===== src/rtl/pm_encoder.sv =====
// picoMIPS program-memory writer: packs instruction fields into words
// and streams them to consecutive addresses while holding the core off.
module pm_encoder #(
  parameter int n  = 8,
  parameter int RA = 3,
  parameter int AW = 5
) (
  input  logic                  clk,
  input  logic                  reset,
  input  logic                  start,
  input  logic                  finish,
  input  logic                  in_valid,
  output logic                  in_ready,
  input  logic [3:0]            in_op,
  input  logic [RA-1:0]         in_rd,
  input  logic [RA-1:0]         in_rs,
  input  logic [n-1:0]          in_imm,
  output logic                  pm_we,
  output logic [AW-1:0]         pm_addr,
  output logic [4+2*RA+n-1:0]   pm_wdata,
  output logic                  core_hold,
  output logic                  done,
  output logic                  full,
  output logic                  err,
  output logic [AW:0]           count
);

  localparam int W = 4 + 2*RA + n;

  localparam logic [3:0] OP_ADD   = 4'd0;
  localparam logic [3:0] OP_MUL   = 4'd1;
  localparam logic [3:0] OP_ADDI  = 4'd2;
  localparam logic [3:0] OP_MULI  = 4'd3;
  localparam logic [3:0] OP_INPM  = 4'd4;
  localparam logic [3:0] OP_INSW  = 4'd5;
  localparam logic [3:0] OP_SW80  = 4'd6;
  localparam logic [3:0] OP_SW81  = 4'd7;
  localparam logic [3:0] OP_STORE = 4'd8;

  typedef enum logic [1:0] {
    S_IDLE,
    S_LOAD,
    S_DONE,
    S_ERROR
  } state_t;

  state_t        r_state;
  state_t        w_state_nx;
  logic          r_we;
  logic [AW-1:0] r_addr;
  logic [W-1:0]  r_wdata;
  logic [AW:0]   r_count;
  logic          r_done;
  logic          r_full;
  logic          r_err;

  logic          w_xfer;
  logic          w_known;
  logic [RA-1:0] w_rd;
  logic [RA-1:0] w_rs;
  logic [n-1:0]  w_imm;
  logic [W-1:0]  w_word;
  logic          w_we_nx;
  logic [AW:0]   w_count_nx;
  logic          w_done_nx;
  logic          w_full_nx;
  logic          w_err_nx;
  logic          w_last;

  always_comb begin
    w_known = 1'b1;
    w_rd    = in_rd;
    w_rs    = in_rs;
    w_imm   = in_imm;
    case (in_op)
      OP_ADD, OP_MUL: w_imm = '0;
      OP_INPM, OP_ADDI, OP_MULI: w_rs = '0;
      OP_INSW: begin
        w_rs  = '0;
        w_imm = '0;
      end
      OP_SW80, OP_SW81: begin
        w_rd  = '0;
        w_rs  = '0;
        w_imm = '0;
      end
      OP_STORE: w_known = 1'b1;
      default: w_known = 1'b0;
    endcase
    w_word = {in_op, w_rd, w_rs, w_imm};
  end

  assign w_xfer = in_valid & in_ready;
  // The address is the low bits of the word count for this image.
  assign w_last = (r_count[AW-1:0] == {AW{1'b1}});

  always_comb begin
    w_state_nx = r_state;
    w_we_nx    = 1'b0;
    w_count_nx = r_count;
    w_done_nx  = r_done;
    w_full_nx  = r_full;
    w_err_nx   = r_err;
    if (start) begin
      w_state_nx = S_LOAD;
      w_count_nx = '0;
      w_done_nx  = 1'b0;
      w_full_nx  = 1'b0;
      w_err_nx   = 1'b0;
    end else if (r_state == S_LOAD) begin
      if (w_xfer && !w_known) begin
        w_state_nx = S_ERROR;
        w_err_nx   = 1'b1;
      end else begin
        if (w_xfer) begin
          w_we_nx    = 1'b1;
          w_count_nx = r_count + (AW+1)'(1);
          if (w_last) begin
            w_state_nx = S_DONE;
            w_full_nx  = 1'b1;
            w_done_nx  = 1'b1;
          end
        end
        if (finish) begin
          w_state_nx = S_DONE;
          w_done_nx  = 1'b1;
        end
      end
    end
  end

  always_ff @(posedge clk) begin
    if (reset) begin
      r_state <= S_IDLE;
      r_we    <= 1'b0;
      r_addr  <= '0;
      r_wdata <= '0;
      r_count <= '0;
      r_done  <= 1'b0;
      r_full  <= 1'b0;
      r_err   <= 1'b0;
    end else begin
      r_state <= w_state_nx;
      r_we    <= w_we_nx;
      if (w_we_nx) begin
        r_addr  <= r_count[AW-1:0];
        r_wdata <= w_word;
      end
      r_count <= w_count_nx;
      r_done  <= w_done_nx;
      r_full  <= w_full_nx;
      r_err   <= w_err_nx;
    end
  end

  assign in_ready  = (r_state == S_LOAD);
  assign core_hold = (r_state == S_LOAD) || (r_state == S_ERROR);
  assign pm_we     = r_we;
  assign pm_addr   = r_addr;
  assign pm_wdata  = r_wdata;
  assign count     = r_count;
  assign done      = r_done;
  assign full      = r_full;
  assign err       = r_err;

endmodule

===== config.mk =====
export PLATFORM = sky130hd
export DESIGN_NAME = pm_encoder
export DESIGN_NICKNAME = d
export VERILOG_FILES = /design/src/rtl/pm_encoder.sv
export SDC_FILE = /design/constraint.sdc
export NUM_CORES = 1
export LEC_CHECK = 0
export CAP_MARGIN = 10
export CORE_UTILIZATION = 47
export DETAILED_ROUTE_END_ITERATION = 8
export PLACE_DENSITY = 0.85
export SLEW_MARGIN = 5
export SYNTH_ARGS = -nofsm -noshare
export SYNTH_HDL_FRONTEND = slang
export SYNTH_SLANG_ARGS = --single-unit

===== constraint.sdc =====
create_clock -name clk -period 2.2 [get_ports clk]
set_input_delay 0.44 -clock clk [delete_from_list [all_inputs] [get_ports clk]]
set_output_delay 0.44 -clock clk [all_outputs]
set_load 0.01 [all_outputs]

==> flow_metrics.py, run 1 <==
# Auto-generated metrics
metrics = {
    "status": {
        "status": "finished, final reports clean",
    },
    "place": {
        "place_ws_ns": 0.00225,
        "gp_congestion": 0.868,
        "placed_cell_area_sq_um": 2270,
        "port_buffers": 57,
        "dp_cells": 271,
    },
    "die": {
        "coreArea_sq_um": 3130,
        "dieHeight_um": 60.2,
        "io_pins": 58,
        "floorplan.core_util_pct": 50.9,
        "chip_area_sq_um": 3630,
        "core.rowCount": 20,
    },
    "power": {
        "power_density_nw_per_um2": 492,
        "p_sw_mw": 0.287,
        "p_leak_nw": 0.826,
        "p_comb_mw": 0.164,
        "pwr-share-comb_pct": 14.3,
        "p_clk_share_pct": 29.0,
        "p_int_mw": 0.856,
        "power.share.switching_pct": 25.1,
        "seqPwrFrac_pct": 56.7,
        "power-top-group": "sequential cells",
        "pg_seq_mw": 0.648,
    },
    "grt": {
        "track_usage_pct": 23.6,
        "grt_pass1_wl_um": 6350,
        "grt_max_degree": 26,
        "grt.overflow.total": 0,
        "antenna_found_initial": 0,
        "met3_usage_pct": 5.19,
        "busiest_layer": "met2",
    },
    "layout": {
        "syn2layout_area_growth_pct": 45.7,
        "final_cell_area_sq_um": 2320,
        "flop_area_sq_um": 701,
        "utilization_pct": 74.2,
        "drive_gt1_share_pct": 14.0,
        "nFillCells": 229,
        "comb_area_sq_um": 831,
    },
    "logic_synthesis": {
        "top_area_cell": "dfxtp_1",
        "syn_area_sq_um": 1590,
        "ys_types": 35,
        "synth_cells": 172,
        "ff_type": "dfxtp_1",
        "top_cells_by_area": "dfxtp_1, nand2b_1, a21oi_1",
        "synth_area_per_cell_sq_um": 9.26,
        "seq_area_frac_synth_pct": 44.0,
        "yosysTopAreaCellShare_pct": 44.0,
        "synth_nets": 197,
        "ys.flops": 35,
        "synth-edff-count": 0,
    },
    "sta": {
        "final_max_slew_viol_count": 0,
        "hold_viol_final": 0,
        "tns_ns": 0,
        "rsz0062_at_grt": "no",
        "tightestPinTransition_ns": 0.439,
        "finalCriticalPeriod_ns": 2.01,
        "max_freq_mhz": 499,
        "period_used_pct": 91.2,
        "fin_skew_ns": 0.00869,
    },
    "min_path": {
        "hold_class": "reg2reg",
    },
    "clock_network": {
        "htree_levels": 2,
        "hold_buffers": 0,
        "post_cts_buffers": 0,
        "cts_root_buf": "clkbuf_4",
    },
    "routing": {
        "drt_pass1_iterations": 4,
        "drc_errors": 0,
        "drt-wirelength-per-cell_um": 14.3,
        "viasPerCell": 5.48,
        "ant_nets": 0,
    },
    "setup_path": {
        "r2r_cells": 6,
        "crit_type": "reg2out",
        "endpoint": "in_ready",
        "reg2reg_from": "count[0]$_SDFFE_PP0P_",
        "crit_fanout": 8,
        "arrival_ns": 1.57,
        "crit_path_end_kind": "primary output",
        "r2r_end": "done$_SDFFE_PP0P_",
        "crit_start": "r_state[0]$_SDFFE_PP0P_",
    },
    "run": {
        "cap_violations": 0,
    },
}
==> run 1: placed cells by master (no fill, tap or decap), types with 2 or more instances in the layout <==
cell type	n
a2111oi_0	2
a21oi_1	17
a22o_1	3
a31o_2	8
buf_4	11
clkbuf_1	2
clkbuf_4	5
clkdlybuf4s50_1	57
dfxtp_1	35
ha_1	2
inv_1	3
mux2i_1	4
nand2_1	3
nand2b_1	21
nand3_1	4
nand3b_1	4
nand4b_1	9
nor2_1	5
nor3_1	3
o21ai_0	13
o31ai_1	2
or3_1	2
or4_1	2
==> run 1: worst min-delay path by stage <==
stage	start	end	cells after the start
2_1_floorplan	count[5]$_SDFFE_PP0P_	count[5]$_SDFFE_PP0P_	2
3_3_place_gp	full$_SDFFE_PP0P_	full$_SDFFE_PP0P_	2
3_5_place_dp	pm_wdata[17]$_SDFFE_PP0P_	pm_wdata[17]$_SDFFE_PP0P_	2
4_1_cts	pm_wdata[17]$_SDFFE_PP0P_	pm_wdata[17]$_SDFFE_PP0P_	2
5_1_grt	pm_addr[0]$_SDFFE_PP0P_	pm_addr[0]$_SDFFE_PP0P_	2
6_report	pm_wdata[17]$_SDFFE_PP0P_	pm_wdata[17]$_SDFFE_PP0P_	2
==> run 1: registers in the layout, summed over array words and instances (netlist names) <==
signal    cells
err           1
pm_addr       5
done          1
r_state       2
pm_we         1
full          1
count         6
pm_wdata     18
==> run 1: worst max-delay path, cell delays in order (launching register included) <==
cell	delay (ns)
dfxtp_1	0.46
inv_1	0.09
nor2_1	0.12
clkdlybuf4s50_1	0.55
==> run 1: Yosys cell counts (all sizes together) (2+ instances only) <==
cell type,number
a2111oi,2
a21oi,17
a22o,3
a31o,8
a31oi,2
buf,6
clkbuf,8
dfxtp,35
ha,2
inv,3
mux2i,4
nand2,3
nand2b,21
nand3,4
nand3b,4
nand4b,9
nor2,5
nor3,4
o21ai,13
o31ai,3
or3,2
or4,2
==> run 1: routing by layer <==
| layer | vias up | routed length, um |
|---|---|---|
| li1 | 754 | - |
| met1 | 713 | 1640 |
| met2 | 54 | 2060 |
| met3 | 9 | 200 |
| met4 | 0 | 72 |
| met5 | - | 0 |
==> run 1: layout make-up <==
type / instances / area share [%]
multi-input combinational: 120 / 35.8
sequential: 35 / 30.2
timing repair buffer: 69 / 29.0
tap: 44 / 2.37
clock buffer: 7 / 1.94
inverter: 3 / 0.485
clock inverter: 1 / 0.216
==> run 1: through the flow <==
| stage | power [mW] | hold WS [ns] |
|---|---|---|
| global placement | 0.820 | 0.455 |
| detailed placement | 0.826 | 0.466 |
| CTS | 1.14 | 0.479 |
| floorplan | 0.732 | 0.487 |
| finish | 1.14 | 0.478 |
| global route | 1.19 | 0.491 |
==> run 1: cells by family after synthesis <==
logic type / count (synthesis) / synth area share, %
and+or+nand+nor: 61 / 25.1
buffers and inverters: 17 / 4.48
DFF: 35 / 44.0
AOI/OAI and AO/OA: 53 / 22.4
adders and majority gates: 2 / 1.57
muxes: 4 / 2.51
Fig. 1: run 1, clock routing
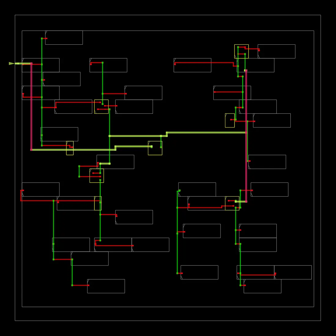
Clock Power: 0.331 mW
cts bufs inserted: 5
clk_lat worst skew: 0.34 ns
registers: 35

Fig. 2: run 1, pin map
Pins as bars across the die edge, other pins in grey.
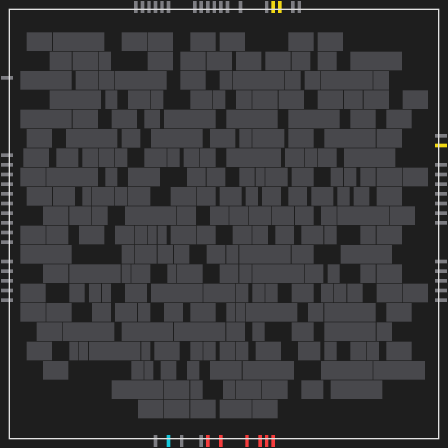
legend:
  `in_rs`:
    colour: yellow
    pins: 3
    direction: input
    edge: 2 top, 1 right
  `count`:
    colour: red
    pins: 6
    direction: output
    edge: bottom
  `err`:
    colour: cyan
    pins: 1
    direction: output
    edge: bottom

Fig. 3: run 1, cell sizes after repair
Scale bar: 20 um.
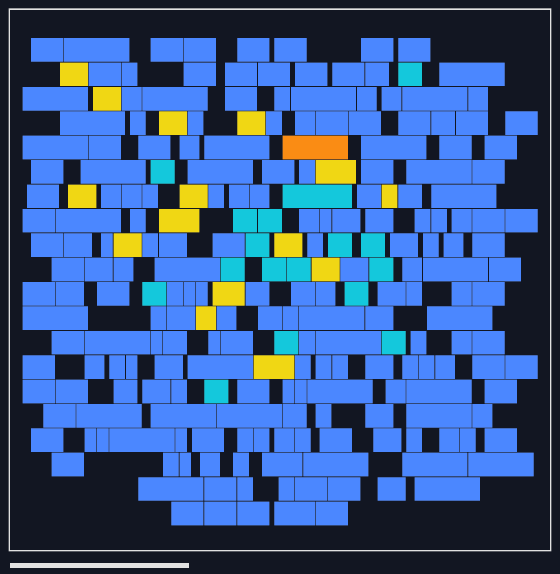
legend:
  drive 2:
    colour: yellow
    cells: 15
  drive 6 and up:
    colour: orange
    cells: 1
  drive 1 or less:
    colour: blue
    cells: 202
  drive 3 to 4:
    colour: cyan
    cells: 17

Fig. 4: run 1, placement by cell class
Scale bar: 20 um.
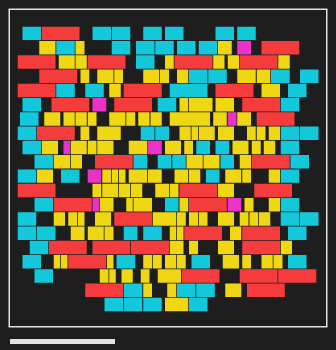
legend:
  other buffers and delay cells:
    colour: cyan
    cells: 69
  all other logic:
    colour: yellow
    cells: 123
  flops:
    colour: red
    cells: 35
  clock drivers and dummy loads:
    colour: magenta
    cells: 8

Fig. 5: run 1, clock distribution
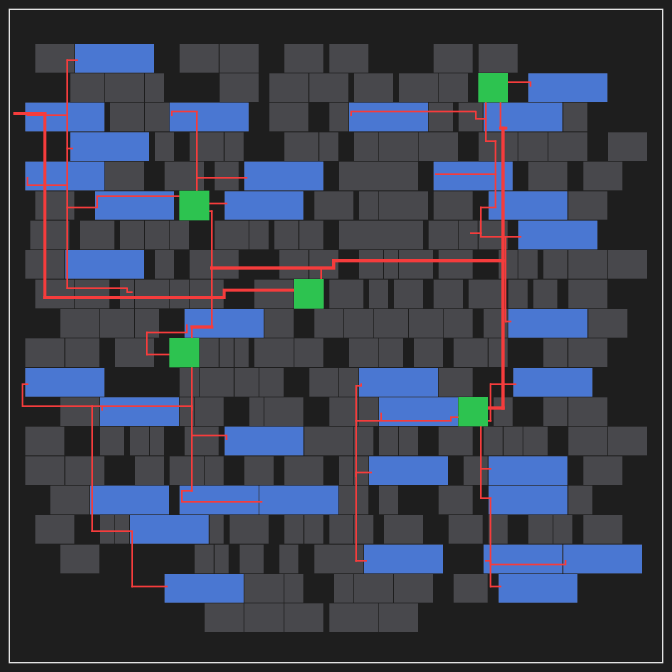

==> inputs of run 2 (changes only) <==
Settings changed: ABC_AREA set to 1.
Fig. 6: run 2, clock distribution
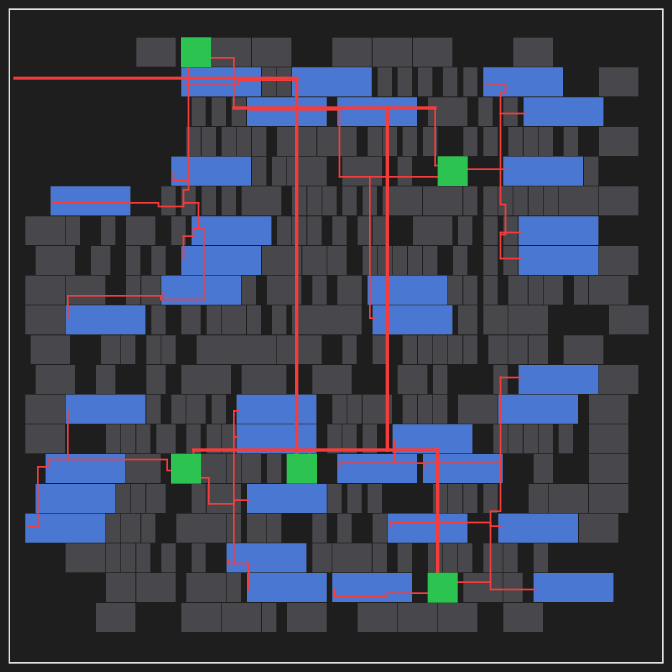
legend:
  flip-flops:
    colour: blue
    count: 35
  cells driving clock nets:
    colour: green
    count: 5
  clock wires:
    colour: red
    length: 426 um
flops lie: widely spread
routed clock nets: 6

==> run 2 against run 1 <==
Against the previous run: count of clock-buffer cells in the layout shrank 1; fmax grew 5.5%; first-iteration DRC count grew 2.4%; clock skew shrank 0.0059 ns; wire length shrank 9.9%; sequential share of layout area grew 1.5 points; cell count grew 18%; global-route usage shrank 0.77 points; critical path type unchanged; largest power group unchanged.
==> flow_metrics.py, run 2 <==
# Auto-generated metrics
metrics = {
    "logic_synthesis": {
        "synth-edff-count": 0,
        "yosysTopAreaCellShare_pct": 44.9,
        "top_cells_by_area": "dfxtp_1, nand2_1, nor2_1",
        "syn_area_sq_um": 1560,
        "ff_type": "dfxtp_1",
        "synth_area_per_cell_sq_um": 6.90,
        "ys.flops": 35,
        "ys_types": 23,
        "common_cells": "nand2_1, dfxtp_1, nor2_1",
        "synth_nets": 251,
        "most_common_cell": "nand2_1",
        "seq_area_frac_synth_pct": 44.9,
        "synth_cells": 226,
        "top_area_cell": "dfxtp_1",
    },
    "power": {
        "pwr-share-comb_pct": 15.0,
        "p_leak_nw": 1.02,
        "p_int_mw": 0.850,
        "p_sw_mw": 0.286,
    },
    "grt": {
        "antenna_found_initial": 0,
        "grt_pass1_wl_um": 5950,
        "grt.overflow.total": 0,
        "grt_max_degree": 14,
    },
    "min_path": {
        "hold_class": "reg2reg",
    },
    "layout": {
        "syn2layout_area_growth_pct": 41.5,
        "final_cell_mix": "nand2_1, clkdlybuf4s50_1, dfxtp_1",
        "nFillCells": 276,
        "largest_reg_flops": 18,
        "drive_gt1_share_pct": 6.29,
    },
    "clock_network": {
        "clock_latency_ns": 0.34,
        "hold_buffers": 0,
        "htree_levels": 2,
        "cts_root_buf": "clkbuf_4",
        "post_cts_buffers": 0,
        "cts_made_buffers": 5,
    },
    "die": {
        "chip_area_sq_um": 3550,
        "dieHeight_um": 59.6,
        "core.rowCount": 20,
        "floorplan.core_util_pct": 50.3,
        "io_pins": 58,
        "coreArea_sq_um": 3100,
    },
    "sta": {
        "fin_skew_ns": 0.00280,
        "rsz0062_at_grt": "no",
        "final_max_slew_viol_count": 0,
        "period_used_pct": 86.4,
        "tns_ns": 0,
        "finalCriticalPeriod_ns": 1.90,
        "tightestPinTransition_ns": 0.396,
    },
    "setup_path": {
        "critPathBufInv": 2,
        "arrival_ns": 1.46,
        "cp_slowest_cell": "clkdlybuf4s50_1",
        "cp_top_family": "buffers and inverters",
        "crit_fanout": 3,
        "slowest_delay_ns": 0.53,
        "crit_type": "reg2out",
    },
    "routing": {
        "viasPerCell": 4.64,
        "drt-wirelength-per-cell_um": 10.9,
        "ant_nets": 0,
        "drc_errors": 0,
        "drt_pass1_iterations": 4,
    },
    "status": {
        "status": "finished, final reports clean",
    },
    "place": {
        "gp_congestion": 0.793,
        "port_buffers": 57,
    },
}
Fig. 7: run 2, pin map
Pins as bars across the die edge, other pins in grey.
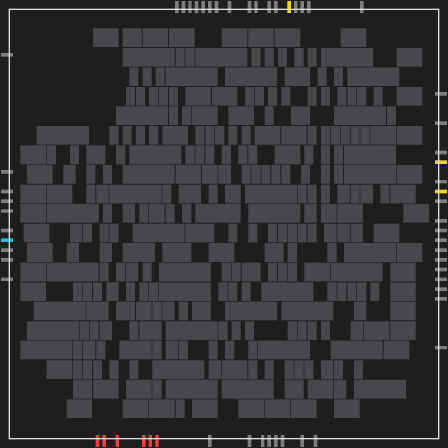
legend:
  `in_rs`:
    colour: yellow
    pins: 3
    direction: input
    edge: 2 right, 1 top
  `err`:
    colour: cyan
    pins: 1
    direction: output
    edge: left
  `count`:
    colour: red
    pins: 6
    direction: output
    edge: bottom
all pins by edge: 17 top, 17 right, 14 bottom, 10 left

run 2: cell count changes after synthesis, moves of 9 or more:
cell | previous run | this run
inv_1 | 3 | 29
nand2_1 | 3 | 83
nand2b_1 | 21 | 0
nand4b_1 | 9 | 0
nor2_1 | 5 | 32
o21ai_0 | 13 | 3
run 2: worst min-delay path, stage by stage, from the launching register on:
cell     delay [ns]
dfxtp_1        0.32
inv_1          0.06
a21oi_2        0.04
run 2: path summary, 6_finish.rpt:
| check | startpoint | slack, ns | end | cells after the start |
|---|---|---|---|---|
| setup / recovery | r_state[0]$_SDFFE_PP0P_ | 0.30 | in_ready | 3 |
| hold / removal | pm_wdata[17]$_SDFFE_PP0P_ | 0.46 | pm_wdata[17]$_SDFFE_PP0P_ | 2 |
| setup reg to reg | count[0]$_SDFFE_PP0P_ | 0.72 | r_state[0]$_SDFFE_PP0P_ | 8 |
| hold reg to reg | pm_wdata[17]$_SDFFE_PP0P_ | 0.46 | pm_wdata[17]$_SDFFE_PP0P_ | 2 |
run 2: layout make-up:
cell class | instances | area (sq um) | area share (%)
well taps | 44 | 55.1 | 2.49
repair buffers | 60 | 593 | 26.9
clock buffers | 6 | 41.3 | 1.87
inverters | 31 | 116 | 5.27
multi-input cells | 154 | 702 | 31.8
flip-flops and latches | 35 | 701 | 31.7
run 2: power by group through the flow:
stage / registers [mW] / logic (mW) / clock network, mW
detailed placement: 0.673 / 0.170 / 0
global placement: 0.672 / 0.168 / 0
floorplan: 0.678 / 0.0758 / 0
CTS: 0.658 / 0.171 / 0.319
global route: 0.660 / 0.190 / 0.339
finish: 0.658 / 0.171 / 0.308
run 2: routing by layer:
layer  GRT usage (%)  routed length (um)  vias to the layer above
met5               0                   0                        -
met4            13.6                  97                        0
met3            6.99                 198                        8
met2            37.6                1730                       48
met1            26.1                1560                      676
li1                -                   -                      800
run 2: logic make-up after synthesis:
logic type	share of synthesized area, %
adders and majority gates	1.60
and+or+nand+nor	37.5
xor gates and xnor gates	1.12
DFF	44.9
buffers and inverters	10.1
AOI/OAI and AO/OA	4.73
run 2: per-stage QoR:
step | setup slack, ns | cells | hold WS, ns | instance area (sq um)
after CTS | 0.272 | 330 | 0.462 | 2210
after detailed placement | 0.304 | 324 | 0.444 | 2170
final | 0.299 | 330 | 0.457 | 2210
after global placement | 0.345 | 324 | 0.438 | 2170
after floorplan | 0.805 | 226 | 0.457 | 1560
after global routing | 0.239 | 330 | 0.472 | 2210
==> inputs of run 3 (changes only) <==
Settings changed: CTS_CLUSTER_DIAMETER set to 100.
Fig. 8: run 3, cell sizes after repair
Scale bar: 20 um.
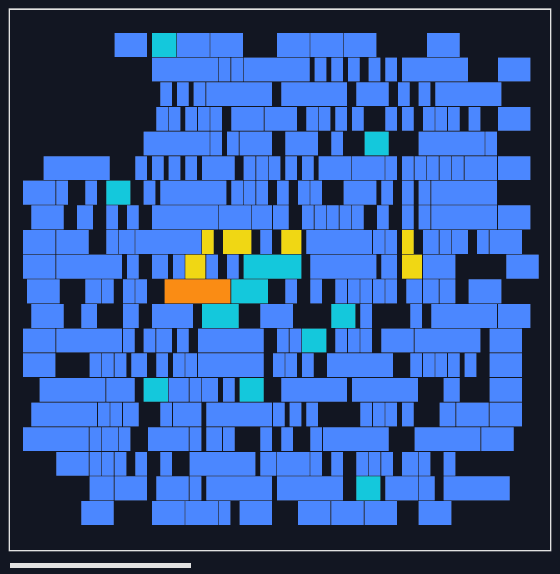
legend:
  drive 1 or less:
    colour: blue
    cells: 268
  drive 6 and up:
    colour: orange
    cells: 1
  drive 2:
    colour: yellow
    cells: 6
  drive 3 to 4:
    colour: cyan
    cells: 11

==> run 3 against run 2 <==
Against the previous run: largest cell class unchanged; non-clock buffer count stayed put; global-route usage unchanged; sequential share of layout area is the same; clock skew stayed put; register-to-register slack about the same.
==> flow_metrics.py, run 3 <==
# Auto-generated metrics
metrics = {
    "status": {
        "status": "finished, final reports clean",
    },
    "clock_network": {
        "htree_levels": 2,
        "post_cts_buffers": 0,
        "clock_latency_ns": 0.34,
        "cts_root_buf": "clkbuf_4",
        "hold_buffers": 0,
        "cts_made_buffers": 5,
    },
    "layout": {
        "drive_gt1_share_pct": 6.29,
        "final_cells": 330,
        "final_cell_mix": "nand2_1, clkdlybuf4s50_1, dfxtp_1",
        "lay_top_count": "nand2_1",
        "syn2layout_area_growth_pct": 41.5,
        "nFillCells": 276,
    },
    "sta": {
        "final_max_slew_viol_count": 0,
        "hold_viol_final": 0,
        "period_used_pct": 86.4,
        "finalCriticalPeriod_ns": 1.90,
        "max_freq_mhz": 526,
        "rsz0062_at_grt": "no",
    },
    "power": {
        "power.share.switching_pct": 25.2,
        "power_density_nw_per_um2": 514,
        "p_sw_mw": 0.286,
        "seqPwrFrac_pct": 57.9,
        "p_clk_share_pct": 27.1,
        "pwr-share-comb_pct": 15.0,
    },
    "logic_synthesis": {
        "common_cells": "nand2_1, dfxtp_1, nor2_1",
        "synth_area_per_cell_sq_um": 6.90,
        "synth_cells": 226,
        "ff_type": "dfxtp_1",
        "ys_top_logic_family": "simple AND/OR/NAND/NOR gates",
        "adder_share_pct": 1.60,
        "most_common_cell": "nand2_1",
        "seq_area_frac_synth_pct": 44.9,
        "ys_sh_aoi_pct": 4.73,
        "xor_share_pct": 1.12,
        "top_area_cell": "dfxtp_1",
        "yosysTopAreaCellShare_pct": 44.9,
        "simple_gate_share_pct": 37.5,
        "ys_types": 23,
    },
    "routing": {
        "viasPerCell": 4.64,
        "drt_pass1_iterations": 4,
        "drc_errors": 0,
        "ant_nets": 0,
    },
    "grt": {
        "grt.overflow.total": 0,
        "grt_max_degree": 14,
        "antenna_found_initial": 0,
        "grt_pass1_wl_um": 5950,
        "track_usage_pct": 22.9,
    },
    "die": {
        "chip_area_sq_um": 3550,
        "io_pins": 58,
        "dieHeight_um": 59.6,
        "floorplan.core_util_pct": 50.3,
    },
    "min_path": {
        "hold_start": "pm_wdata[17]$_SDFFE_PP0P_",
        "hold_class": "reg2reg",
    },
    "setup_path": {
        "crit_path_end_kind": "primary output",
        "arrival_ns": 1.46,
        "crit_type": "reg2out",
        "reg2reg_from": "count[0]$_SDFFE_PP0P_",
    },
    "place": {
        "port_buffers": 57,
        "gp_congestion": 0.793,
        "dp_cells": 324,
    },
    "run": {
        "cap_violations": 0,
    },
}
Fig. 9: run 3, clock distribution
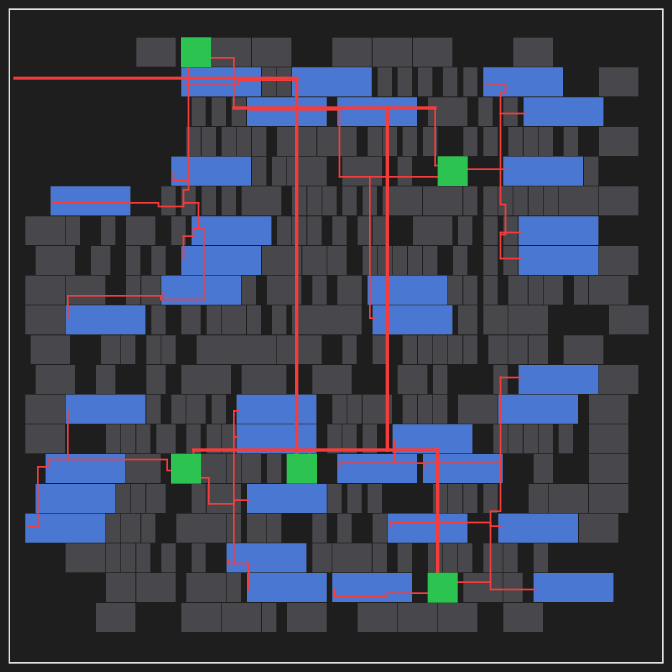
legend:
  cells driving clock nets:
    colour: green
    count: 5
  clock wires:
    colour: red
    length: 426 um
  flip-flops:
    colour: blue
    count: 35
routed clock nets: 6

run 3: cell counts in the layout (fill, tap and decap cells not counted):
Identical to the previous run, type by type.
run 3: worst paths after layout:
path                                                  end  slack (ns)  cells past startpoint
worst max-delay path                             in_ready        0.30                      3
worst min-delay path            pm_wdata[17]$_SDFFE_PP0P_        0.46                      2
worst max register to register    r_state[0]$_SDFFE_PP0P_        0.72                      8
worst min register to register  pm_wdata[17]$_SDFFE_PP0P_        0.46                      2
run 3: logic make-up after synthesis:
kind of cell    Yosys count
compound gates           14
xor+xnor                  2
fa+ha+maj                 2
buf+inv                  37
flops                    35
simple gates            136
run 3: area by class of cell:
type	count	area (sq um)	share of cell area, %
flip-flops and latches	35	701	31.7
inverters	31	116	5.27
well taps	44	55.1	2.49
clock buffers	6	41.3	1.87
multi-input cells	154	702	31.8
repair buffers	60	593	26.9
run 3: power by group through the flow:
stage | sequential (mW) | clock [mW] | combinational, mW
2_1_floorplan | 0.678 | 0 | 0.0758
3_3_place_gp | 0.672 | 0 | 0.168
3_5_place_dp | 0.673 | 0 | 0.170
4_1_cts | 0.658 | 0.319 | 0.171
5_1_grt | 0.660 | 0.339 | 0.190
6_report | 0.658 | 0.308 | 0.171
run 3: layer usage:
metal / wire (um) / part of all wire (%) / vias up / track usage [%]
li1: - / - / 800 / -
met2: 1730 / 48 / 48 / 37.6
met3: 198 / 5.5 / 8 / 6.99
met4: 97 / 2.7 / 0 / 13.6
met1: 1560 / 43 / 676 / 26.1
met5: 0 / 0 / - / 0
run 3: per-stage QoR:
stage / setup slack [ns] / total power, mW / utilization (%) / instance area [sq um]
6_report: 0.299 / 1.14 / 71.2 / 2210
3_3_place_gp: 0.345 / 0.840 / 69.8 / 2170
5_1_grt: 0.239 / 1.19 / 71.2 / 2210
2_1_floorplan: 0.805 / 0.754 / - / 1560
4_1_cts: 0.272 / 1.15 / 71.2 / 2210
3_5_place_dp: 0.304 / 0.843 / 69.8 / 2170
run 3: worst max-delay path, cell delays in order, from the launching register on:
cell,delay [ns]
dfxtp_1,0.39
nand2_2,0.13
inv_1,0.08
clkdlybuf4s50_1,0.53
Power figures rest on the tool's default switching activity, not on a simulated workload.
